===== src/rtl/div_pkg.sv =====
// div_pkg: shared divider types and default datapath width.
package div_pkg;
  localparam int DIV_WIDTH = 32;
  typedef enum logic [1:0] {IDLE, SHIFT, DONE} state_t;
endpackage


===== src/rtl/div_abs.sv =====
// div_abs: conditional two's-complement negate, also reports the operand sign.
module div_abs #(
  parameter int WIDTH = 32
) (
  input  logic             is_signed,
  input  logic [WIDTH-1:0] x,
  output logic [WIDTH-1:0] y,
  output logic             neg
);
  assign neg = is_signed & x[WIDTH-1];
  assign y   = neg ? -x : x;
endmodule


===== src/rtl/div_prealign.sv =====
// div_prealign: iterative divisor alignment, finds largest k with (|b| << k) <= |a|.
module div_prealign
  import div_pkg::*;
#(
  parameter  int WIDTH = DIV_WIDTH,
  localparam int SHW   = $clog2(WIDTH)
) (
  input  logic             clk,
  input  logic             rst_n,
  input  logic             start,
  input  logic             is_signed,
  input  logic [WIDTH-1:0] a,
  input  logic [WIDTH-1:0] b,
  output logic             ready,
  output logic             done,
  output logic [WIDTH-1:0] abs_a,
  output logic [WIDTH-1:0] shifted_b,
  output logic [SHW-1:0]   shamt,
  output logic             div_zero,
  output logic             a_lt_b,
  output logic             q_neg,
  output logic             r_neg
);
  state_t           state;
  logic [WIDTH-1:0] ua, ub, bw;
  logic             na, nb, sa, sb;
  logic [SHW-1:0]   cnt;
  logic             accept, zero, lt, fin;
  div_abs #(.WIDTH(WIDTH)) u_abs_a (.is_signed(is_signed), .x(a), .y(ua), .neg(na));
  div_abs #(.WIDTH(WIDTH)) u_abs_b (.is_signed(is_signed), .x(b), .y(ub), .neg(nb));
  assign accept = start && state != SHIFT;
  assign zero   = bw == '0;
  assign lt     = cnt == '0 && bw > abs_a;
  // Doubling is compared at WIDTH+1 bits so the shifted-out MSB is never lost.
  assign fin    = zero || lt || bw[WIDTH-1] || {bw, 1'b0} > {1'b0, abs_a};
  always_ff @(posedge clk or negedge rst_n) begin
    if (!rst_n) begin
      state     <= IDLE;
      ready     <= 1'b1;
      done      <= 1'b0;
      abs_a     <= '0;
      shifted_b <= '0;
      shamt     <= '0;
      div_zero  <= 1'b0;
      a_lt_b    <= 1'b0;
      q_neg     <= 1'b0;
      r_neg     <= 1'b0;
      bw        <= '0;
      cnt       <= '0;
      sa        <= 1'b0;
      sb        <= 1'b0;
    end else begin
      done <= 1'b0;
      if (accept) begin
        state     <= SHIFT;
        ready     <= 1'b0;
        abs_a     <= ua;
        bw        <= ub;
        sa        <= na;
        sb        <= nb;
        cnt       <= '0;
        shifted_b <= '0;
        shamt     <= '0;
        div_zero  <= 1'b0;
        a_lt_b    <= 1'b0;
        q_neg     <= 1'b0;
        r_neg     <= 1'b0;
      end else if (state == SHIFT && fin) begin
        state     <= DONE;
        ready     <= 1'b1;
        done      <= 1'b1;
        div_zero  <= zero;
        a_lt_b    <= !zero && lt;
        shamt     <= (zero || lt) ? '0 : cnt;
        shifted_b <= zero ? '0 : bw;
        q_neg     <= !zero && (sa ^ sb);
        r_neg     <= sa;
      end else if (state == SHIFT) begin
        bw  <= bw << 1;
        cnt <= cnt + 1'b1;
      end else if (state == DONE) begin
        state <= IDLE;
      end
    end
  end
endmodule


===== config.mk =====
export PLATFORM = sky130hd
export DESIGN_NAME = div_prealign
export DESIGN_NICKNAME = d
export VERILOG_FILES = /design/src/rtl/div_pkg.sv /design/src/rtl/div_abs.sv /design/src/rtl/div_prealign.sv
export SDC_FILE = /design/constraint.sdc
export NUM_CORES = 1
export LEC_CHECK = 0
export CORE_UTILIZATION = 45
export DETAILED_ROUTE_END_ITERATION = 10
export PLACE_DENSITY = 0.71
export REMOVE_ABC_BUFFERS = 1
export SYNTH_ARGS = -nofsm -noshare
export SYNTH_HDL_FRONTEND = slang
export SYNTH_SLANG_ARGS = --single-unit

===== constraint.sdc =====
create_clock -name clk -period 7.05 [get_ports clk]
set_input_delay 1.41 -clock clk [delete_from_list [all_inputs] [get_ports clk]]
set_output_delay 1.41 -clock clk [all_outputs]
set_load 0.05 [all_outputs]

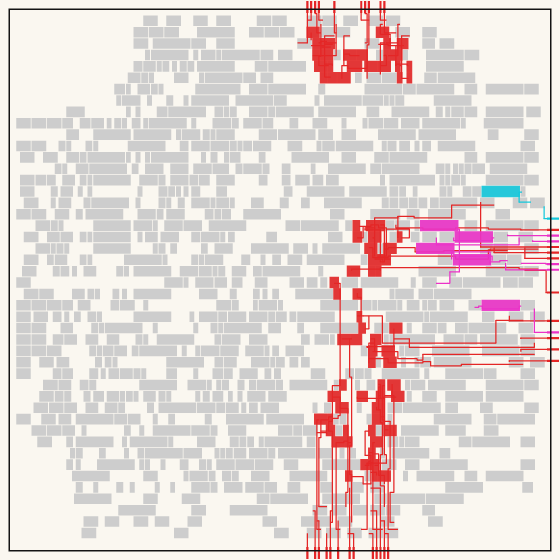
Run 1: I/O nets highlighted
legend:
  cyan:
    port: `div_zero`
    bits: 1
    direction: output
    edge: right
    end_cells: 1
    buffers: 1
    wire: 9.40 um
  red:
    port: `b`
    bits: 32
    direction: input
    edge: 13 bottom, 10 top, 9 right
    end_cells: 75
    buffers: 32
    wire: 1330 um
  magenta:
    port: `shamt`
    bits: 5
    direction: output
    edge: right
    end_cells: 5
    buffers: 5
    wire: 133 um

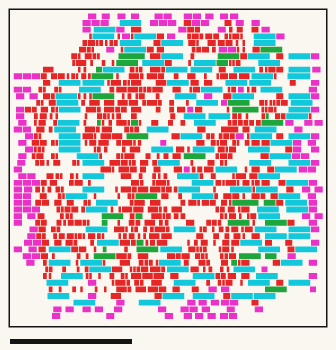
Run 1: cells colored by class
The bar under the picture is 50 um long.
legend:
  green:
    class: clock drivers and dummy loads
    cells: 32
    share_of_their_area: 6.7%
  red:
    class: all other logic
    cells: 626
    share_of_their_area: 46%
  magenta:
    class: other buffers and delay cells
    cells: 148
    share_of_their_area: 16%
  cyan:
    class: flip-flops
    cells: 116
    share_of_their_area: 32%
final design utilization: 59.9%
Site Rows: 46

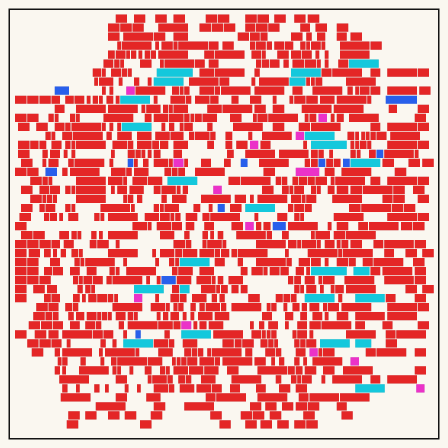
Run 1: drive-strength map
legend:
  magenta:
    size: drive 3 to 4
    cells: 13
    most_used: buf_4
  red:
    size: drive 1 or less
    cells: 873
    most_used: clkdlybuf4s50_1
  blue:
    size: drive 2
    cells: 12
    most_used: or2_2
  cyan:
    size: drive 6 and up
    cells: 24
    most_used: clkbuf_16

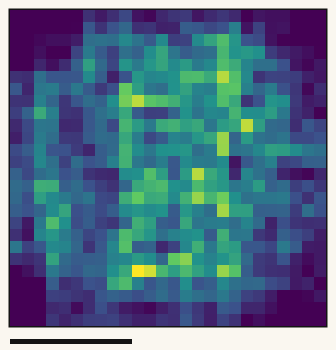
Run 1: wiring heat map
The bar under the picture is 50 um long. The die is cut into 26 by 26 equal tiles; dark purple is low, yellow is high, scaled to the fullest tile. Values are wire area over tile area, all layers added.
tiles over half the peak: 19%
fullest tile: 0.60
mean over tiles: 0.19
nearly empty tiles: 9.6%
densest ninth of the die: middle
Routed wire per std cell: 17.3 um
via count: 6522

==> flow_metrics.env, run 1 <==
# flow metrics
export IMPL_core_area_sq_um=15800
export IMPL_min_path_type="reg2reg"
export IMPL_wl_um=19600
export IMPL_top_area_cell="dfrtp_1"
export IMPL_diodes=0
export IMPL_remaining_drc_errors=0
export IMPL_clock_sinks=116
export IMPL_critical_path_slowest_cell="nor3_1"
export IMPL_dieHeight_um=129
export IMPL_nFillCells=1398
export IMPL_synth_cell_types=55
export IMPL_rsz0062_at_grt="false"
export IMPL_power_frac_seq_pct=27.0
export IMPL_end_kind="register"
export IMPL_grt_max_degree=73
export IMPL_final_cell_mix="141 x clkdlybuf4s50_1, 115 x dfrtp_1, 73 x nand2_1, 67 x ha_1, 60 x nor2_1"
export IMPL_wl_met1_um=9230
export IMPL_yosys_stat_cells=776
export IMPL_grt_use_met3_pct=4.87
export IMPL_cts_setup_buffers=0
export IMPL_ys_warn_count=0
export IMPL_first_pass_iters=5
export IMPL_worstPathArrival_ns=4.21
export IMPL_final_hold_viol_count=0
export IMPL_grt_ovfl_total=0
export IMPL_relSlewSlack_pct=41.0
export IMPL_synthTopLogicFamily="AND-OR/OR-AND gates"
export IMPL_ant_nets=0
export IMPL_worst_pin_slew_ns=0.885
export IMPL_synthAdderAreaFrac_pct=11.5
export IMPL_clockBufferDepth=2
export IMPL_power_internal_w=0.00249
export IMPL_hpwl_um=14700
export IMPL_wl_met2_um=8940
export IMPL_ys_sh_xor_pct=6.63
export IMPL_period_used_pct=55.3
export IMPL_top_cell="dfrtp_1"
export IMPL_io_pin_count=143
export IMPL_fp_dieArea_sq_um=16700
export IMPL_cts_root_buf="clkbuf_16"
export IMPL_syn_avg_cell_area_sq_um=9.36
export IMPL_timing_hold_ws_ns=0.496
export IMPL_grt_usage_pct=24.8
export IMPL_synthTopCellsByCount="115 x dfrtp_1, 74 x nand2_1, 67 x ha_1"
export IMPL_hold_buffers=0
export IMPL_viasPerCell=5.73
export IMPL_initCoreUtil_pct=45.9
export IMPL_synthMuxAreaShare_pct=0.706
export IMPL_ys_async_sr_fraction_pct=100
export IMPL_r2r_setup_slack_ns=3.16
export IMPL_path_class="in2reg"
export IMPL_power_share_clock_pct=19.0
export IMPL_grt_pass1_wl_um=31600
export IMPL_clock_latency_late_pin_ns=0.43
export IMPL_grt_pass1_vias=6126
export IMPL_worstPathRequired_ns=7.36
export IMPL_ys_sh_simple_pct=15.9
export IMPL_power_w=0.00473
export IMPL_numCtsBuffers=17
export IMPL_cts_tree="yes"
export IMPL_clkTransAtPathRegs_ns=0.06
export IMPL_finalNonFillerCells=1138
export IMPL_gp_congestion=0.889
export IMPL_drv_slew=0
export IMPL_portBuffers=142
export IMPL_status="completed"
export IMPL_p_leak_nw=4.09
export IMPL_busiest_layer="met2"
export IMPL_antenna_found_initial=0
export IMPL_crit_path_max_incr_delay_ns=0.58
export IMPL_pwr_share_comb_pct=54.0
export IMPL_die_w_um=129
export IMPL_area_growth_pct=30.5
export IMPL_htree_levels=4
export IMPL_netlist_area_sq_um=7270
export IMPL_yosysTopAreaCellShare_pct=39.6
export IMPL_worst_path_max_fanout=6
export IMPL_use_met1_pct=35.0
export IMPL_tool_warnings=26
export IMPL_topRoutingLayerUsed="met4"
export IMPL_dpl_cell_area_sq_um=8860
## run 1: power by group through the flow
| stage | logic, W | clock network, W | registers (W) |
|---|---|---|---|
| floorplan | 0.00126 | 0 | 0.00168 |
| global placement | 0.00248 | 0 | 0.00128 |
| detailed placement | 0.00254 | 0 | 0.00128 |
| CTS | 0.00256 | 0.000907 | 0.00127 |
| global route | 0.00281 | 0.000942 | 0.00131 |
| finish | 0.00256 | 0.000898 | 0.00128 |
## run 1: cell families after synthesis
| logic type | after synthesis |
|---|---|
| XOR/XNOR | 55 |
| AND/OR/NAND/NOR | 235 |
| buffers and inverters | 75 |
| adder cells (fa/ha/maj) | 67 |
| AND-OR/OR-AND | 223 |
| flip-flops | 116 |
| multiplexers | 5 |
## run 1: layout make-up
cell class / count / area (sq um) / area share (%)
inverters: 41 / 154 / 1.62
multi-input cells: 585 / 4070 / 42.9
clock inverters: 11 / 149 / 1.57
flip-flops and latches: 116 / 2900 / 30.6
well taps: 216 / 270 / 2.85
repair buffers: 148 / 1460 / 15.4
clock buffers: 21 / 470 / 4.96
## run 1: registers in the layout, summed over array words and instances (netlist names)
signal     cells
r_neg          1
q_neg          1
div_zero       1
cnt            5
abs_a         32
shamt          5
sb             1
bw            32
ready          1
sa             1
done           1
state          2
a_lt_b         1
shifted_b     32
## run 1: critical path, delay by kind of cell
| kind | cells | cell delay [ns] |
|---|---|---|
| compound gates | 2 | 0.57 |
| xor+xnor | 1 | 0.18 |
| buf+inv | 1 | 0.47 |
| simple gates | 5 | 1.58 |
## run 1: path summary, 6_finish.rpt
check,cells past startpoint,endpoint,startpoint
min,2,sb,sb
max,9,bw[29],b[2]
max reg2reg,9,shifted_b[18],bw[30]
min in group asynchronous,1,shifted_b[22],rst_n
min reg2reg,2,sb,sb
max in group asynchronous,2,abs_a[1],rst_n
Run 1, routing congestion map:
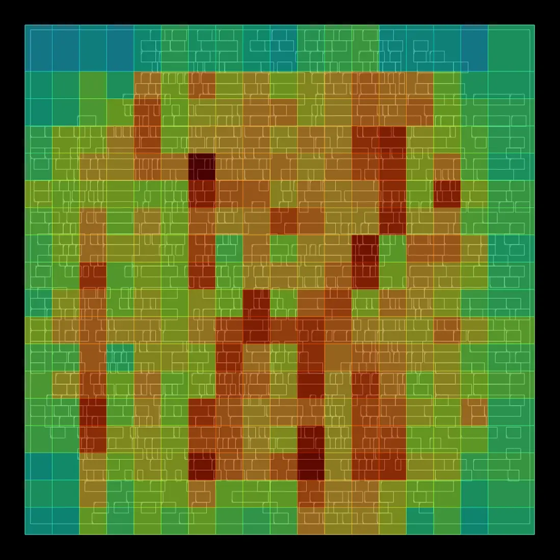

==> run 1 -> run 2 <==
clock period = 4 ns   (was 7.05 ns; I/O delays follow)
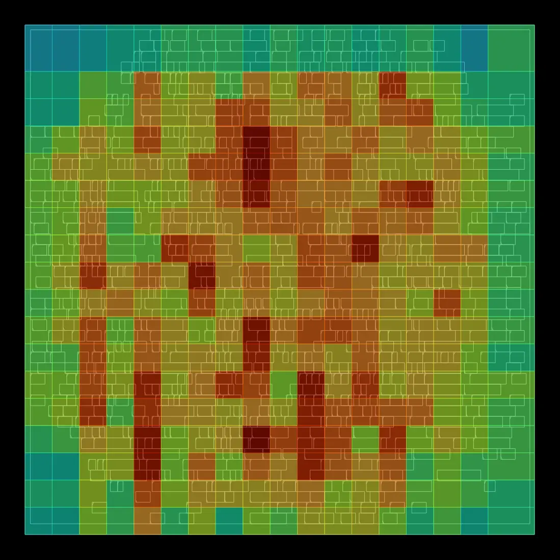
Run 2: routing congestion map
GRT met1 Usage: 34.6%
met3 Usage GRT: 5.41%

==> run 2 against run 1 <==
Net effect: register-to-register slack worse by 2.6 ns; flip-flop count stayed put; critical path type is now reg2reg; global-route usage is 0.93 points higher; sequential share of layout area is 0.26 points lower.
==> flow_metrics.env, run 2 <==
# flow metrics
export IMPL_fp_dieArea_sq_um=16700
export IMPL_clockBufferDepth=2
export IMPL_final_cell_mix="141 x clkdlybuf4s50_1, 115 x dfrtp_1, 73 x nand2_1, 67 x ha_1, 60 x nor2_1"
export IMPL_synthTopLogicFamily="AND-OR/OR-AND gates"
export IMPL_final_hold_viol_count=0
export IMPL_end_kind="register"
export IMPL_timing_hold_ws_ns=0.494
export IMPL_finalNonFillerCells=1144
export IMPL_diodes=0
export IMPL_portBuffers=142
export IMPL_ys_async_sr_fraction_pct=100
export IMPL_period_used_pct=85.5
export IMPL_initCoreUtil_pct=45.9
export IMPL_synth_cell_types=55
export IMPL_top_area_cell="dfrtp_1"
export IMPL_dieHeight_um=129
export IMPL_fin_util_pct=60.4
export IMPL_ys_sh_xor_pct=6.63
export IMPL_core_area_sq_um=15800
export IMPL_grt_pass1_vias=6404
export IMPL_gp_congestion=0.883
export IMPL_critPathBufInv=2
export IMPL_worst_path_max_fanout=27
export IMPL_clock_sinks=116
export IMPL_numCtsBuffers=17
export IMPL_critical_path_slowest_cell="or4_1"
export IMPL_synthMuxAreaShare_pct=0.706
export IMPL_rr_worst_depth=11
export IMPL_ys_warn_count=0
export IMPL_viasPerCell=5.76
export IMPL_num_rows=46
export IMPL_syn_avg_cell_area_sq_um=9.36
export IMPL_vias=6587
export IMPL_yosys_stat_cells=776
export IMPL_cts_tree="yes"
export IMPL_relSlewSlack_pct=32.5
export IMPL_remaining_drc_errors=0
export IMPL_wl_um=20100
export IMPL_rsz0062_at_grt="false"
export IMPL_die_w_um=129
export IMPL_min_path_type="in2async"
export IMPL_ant_nets=0
export IMPL_netlist_area_sq_um=7270
export IMPL_path_class="reg2reg"
export IMPL_grt_ovfl_total=0
export IMPL_area_growth_pct=31.6
export IMPL_antenna_found_initial=0
export IMPL_grt_usage_pct=25.8
export IMPL_synthTopCellsByCount="115 x dfrtp_1, 74 x nand2_1, 67 x ha_1"
export IMPL_synthAdderAreaFrac_pct=11.5
export IMPL_crit_family="simple AND/OR/NAND/NOR gates"
export IMPL_p_leak_nw=4.13
export IMPL_htree_levels=4
export IMPL_hold_buffers=0
export IMPL_worstPathRequired_ns=4.36
export IMPL_dpl_cell_area_sq_um=8930
export IMPL_status="completed"
export IMPL_cts_root_buf="clkbuf_16"
export IMPL_wl_per_cell_um=17.6
export IMPL_reg_largest_list="abs_a: 32 flops, bw: 32 flops, shifted_b: 32 flops"
export IMPL_first_pass_iters=5
export IMPL_grt_pass1_wl_um=32700
export IMPL_tool_warnings=26
==> run 2: per-layer routing <==
layer  vias up  GRT usage, %  routed length [um]
met1      3160          34.6                9120
met2       228          40.6                9230
li1       3168             -                   -
met3        31          5.41                1300
met4         0          10.7                 446
met5         -             0                   0
==> run 2: layout make-up <==
cell class	instances	area, sq um
clock buffers	17	425
clock inverters	15	205
fillers	1377	6260
inverters	41	154
multi-input cells	585	4070
flip-flops and latches	116	2900
well taps	216	270
repair buffers	154	1530
==> run 2: logic make-up after synthesis <==
| logic type | after synthesis |
|---|---|
| flops | 116 |
| mux | 5 |
| fa+ha+maj | 67 |
| xor+xnor | 55 |
| buf+inv | 75 |
| simple gates | 235 |
| compound gates | 223 |
==> run 2: power by group <==
part           internal, W  switching [W]  leakage [nW]
clock              0.00104       0.000578         0.300
sequential         0.00165       0.000591          1.48
combinational      0.00176        0.00284          2.35
==> run 2: worst paths after layout <==
kind                          start       endpoint  slack (ns)
setup reg to reg              bw[0]  shifted_b[18]        0.58
hold reg to reg            shamt[2]       shamt[2]        0.49
min in group clk           shamt[2]       shamt[2]        0.49
setup / recovery              bw[0]  shifted_b[18]        0.58
hold / removal                rst_n  shifted_b[20]        0.49
max in group asynchronous     rst_n          ready        2.70
==> run 2: worst register-to-register path: stages (launching register included) <==
cell,delay (ns)
dfrtp_1,0.54
inv_1,0.10
ha_1,0.29
nand4_1,0.09
or4_1,0.60
o21ai_1,0.16
a31oi_1,0.06
a41o_1,0.32
a211oi_4,0.28
or2_2,0.35
buf_4,0.37
a22o_1,0.22
Power figures rest on the tool's default switching activity, not on a simulated workload.
